**Run 1: signal metal coverage by tile**

Bar = 50 um. The die is cut into 39 by 20 equal tiles; dark blue is low, red is high, scaled to the fullest tile. Values are wire area over tile area, all layers added.
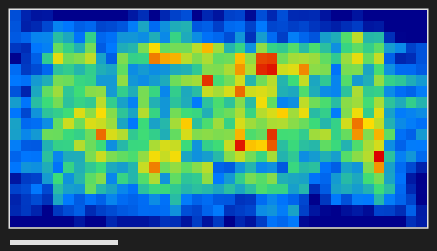
**Run 1: cells coloured by class**

Fill, decap, tap and diode cells in grey.
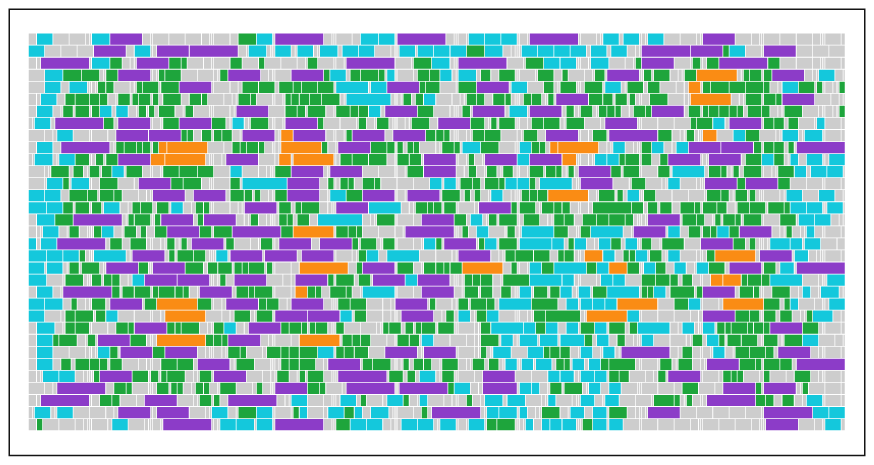
**Run 1: clock nets**

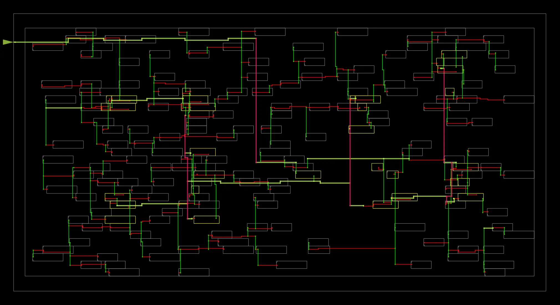
==> config.mk <==
export PLATFORM = sky130hd
export DESIGN_NAME = csr_trap_ctrl
export DESIGN_NICKNAME = d
export VERILOG_FILES = /design/src/rtl/csr_pkg.sv /design/src/rtl/csr_regfile.sv /design/src/rtl/csr_trap_ctrl.sv
export SDC_FILE = /design/constraint.sdc
export NUM_CORES = 1
export LEC_CHECK = 0
export CAP_MARGIN = 15
export CORE_ASPECT_RATIO = 0.5
export CORE_MARGIN = 4
export CORE_UTILIZATION = 47
export CTS_BUF_LIST = sky130_fd_sc_hd__clkbuf_4 sky130_fd_sc_hd__clkbuf_8 sky130_fd_sc_hd__clkbuf_16
export DETAILED_ROUTE_END_ITERATION = 12
export GPL_ROUTABILITY_DRIVEN = 1
export PLACE_DENSITY_LB_ADDON = 0.05
export SLEW_MARGIN = 20
export SYNTH_ARGS = -nofsm -noshare
export SYNTH_HDL_FRONTEND = slang
export SYNTH_SLANG_ARGS = --single-unit
==> constraint.sdc <==
create_clock -name clk -period 3.6 [get_ports clk]
set_clock_uncertainty 0.2 [all_clocks]
set_input_delay 0.72 -clock clk [delete_from_list [all_inputs] [get_ports clk]]
set_output_delay 0.72 -clock clk [all_outputs]
set_load 0.01 [all_outputs]
==> CHANGELOG.md, run 1 <==
### Physical design

- Outcome: finished with violations
- Failing checks: setup timing
- Fmax: around 270 MHz
- P_clk: between 1.5 and 2 mW
- Metal3 WL: about 2.6 mm
- Crit share post-route: 104%
- Commonest cells in the netlist: nor2_1 (138), dfxtp_1 (128), o21ai_0 (59)
- DR pass1 iterations: 8
- Top cell class by occupied area: logic gates
- Share of power burned in the clock network: a little under half
- PnR worst setup slack: -0.148 ns
- Yosys stat cell total: around 890
- Most used flip-flop cell: dfxtp_1
- Crit start category: primary input
- Chip height: about 100 um
- Final setup vio count: 28
- Iteration-0 DRC count of the detailed router: 728
- Vias/cell: between 6 and 7
- Comb area leader: AND-OR/OR-AND gates
- Cts bufs inserted: 17
- Worst path bufs/invs: 5
Back to the opening pictures, 'signal metal coverage by tile':
The fullest tile reaches 0.67. The mean over all tiles is 0.25. 6.5% of the tiles are nearly empty. 29% of the tiles are over half the peak. The densest ninth of the die: centre.
GRT Total Usage: 30.5%
final WL: 29.3 mm
WL per Instance: 21.8 um

Back to the opening pictures, 'cells coloured by class':
other buffers and delay cells: in cyan, cells 278. flip-flops: in purple, cells 160. clock drivers and dummy loads: in orange, cells 32. all other logic: in green, cells 645.
core footprint: 16600 um^2
flop share of the area: 30.5%
row cnt: 33
final core utilization: 69.7%
design area: 11500 um^2

Back to the opening pictures, 'clock nets':
CLK BUF: 19
later-pin clock latency in the skew report: 0.43 ns

==> run 1 -> run 2 <==
--- a/config.mk
+++ b/config.mk
@@ -9,7 +9,6 @@
 export CORE_ASPECT_RATIO = 0.5
 export CORE_MARGIN = 4
 export CORE_UTILIZATION = 47
-export CTS_BUF_LIST = sky130_fd_sc_hd__clkbuf_4 sky130_fd_sc_hd__clkbuf_8 sky130_fd_sc_hd__clkbuf_16
 export DETAILED_ROUTE_END_ITERATION = 12
 export GPL_ROUTABILITY_DRIVEN = 1
 export PLACE_DENSITY_LB_ADDON = 0.05
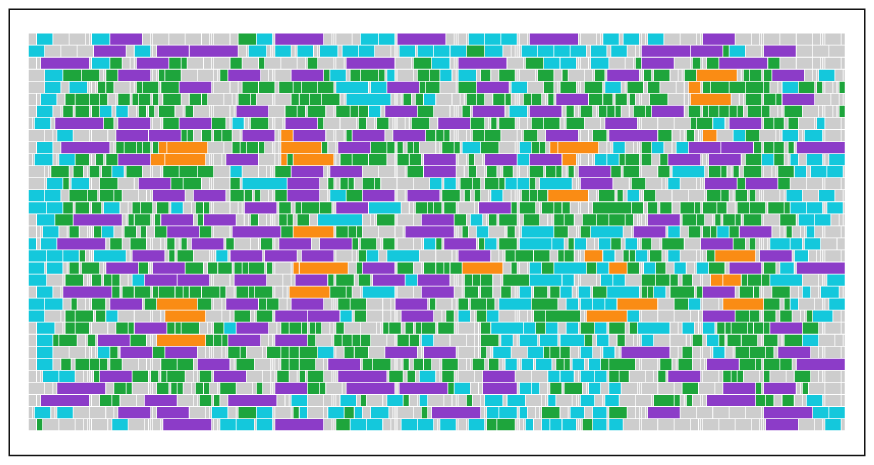
**Above:** run 2 (cells coloured by class).
Fill, decap, tap and diode cells in grey.
other buffers and delay cells: in cyan, cells 278. flip-flops: in purple, cells 160. clock drivers and dummy loads: in orange, cells 32. all other logic: in green, cells 645.
design area: 11500 um^2
final core utilization: 69.7%

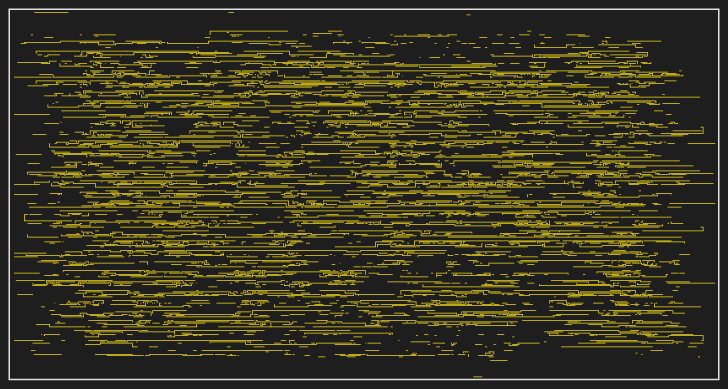
**Above:** run 2 (metal 1).
The layer holds 44% of the routed length. The wires run mostly horizontal. The layer carries 12900 um of wire. The longest straight run is 43.7 um. 1120 nets have wire on it.
met1 usage: 42.1%
via count: 8011
final WL: 29.3 mm

==> CHANGELOG.md, run 2 <==
### Physical design

- Flop share of the area: between 30% and 40%
- GRT Total Usage: between 30% and 40%
- Share of power burned in the clock network: 45.6%
- P_clk: about 1.9 mW
- Later-pin clock latency in the skew report: 0.43 ns
- Peak supply drop: roughly 0.00034 V
- Crit-path max cell delay: 0.57 ns
- Crit share post-route: 104%
- WL per Instance: ~22 um
- CLK BUF: 19
- Chip height: ~100 um
- Core footprint: about 17000 um^2
- Metal3 WL: 2.53 mm
- Final setup vio count: 31
- MI comb cells: 639
- Critical Path RT: between 2 and 3 ns
- Row cnt: 33
- Outcome: finished with violations
- Commonest cells in the netlist: nor2_1 (138), dfxtp_1 (128), o21ai_0 (59)
- Most used flip-flop cell: dfxtp_1
- Cts bufs inserted: 17
- Failing checks: setup timing
- Post-synth regs: ~160
- Worst path bufs/invs: 5
- Reg-to-reg setup timing slack: approximately 0.63 ns
- PnR worst setup slack: -0.150 ns
- Vias/cell: approximately 6
- Area growth syn-to-layout: 43.7%
- DR pass1 iterations: 6
- Comb area leader: AND-OR/OR-AND gates
- Iteration-0 DRC count of the detailed router: ~750
- Worst-path cell chain: buf_6 -> or4_1 -> or4_4 -> nor4_4 -> nand2_2 -> buf_12 -> buf_12 -> buf_16 -> nor2_1 -> buf_2
- Inverters: 6
- Yosys stat cell total: 886
- Hold crit path type: register to register
- Buffers added on ports: ~160
- Min Tclk post-route: 3.75 ns
- Top cell class by occupied area: logic gates
- Fmax: ~270 MHz
Power is estimated from default activity; no workload was simulated.
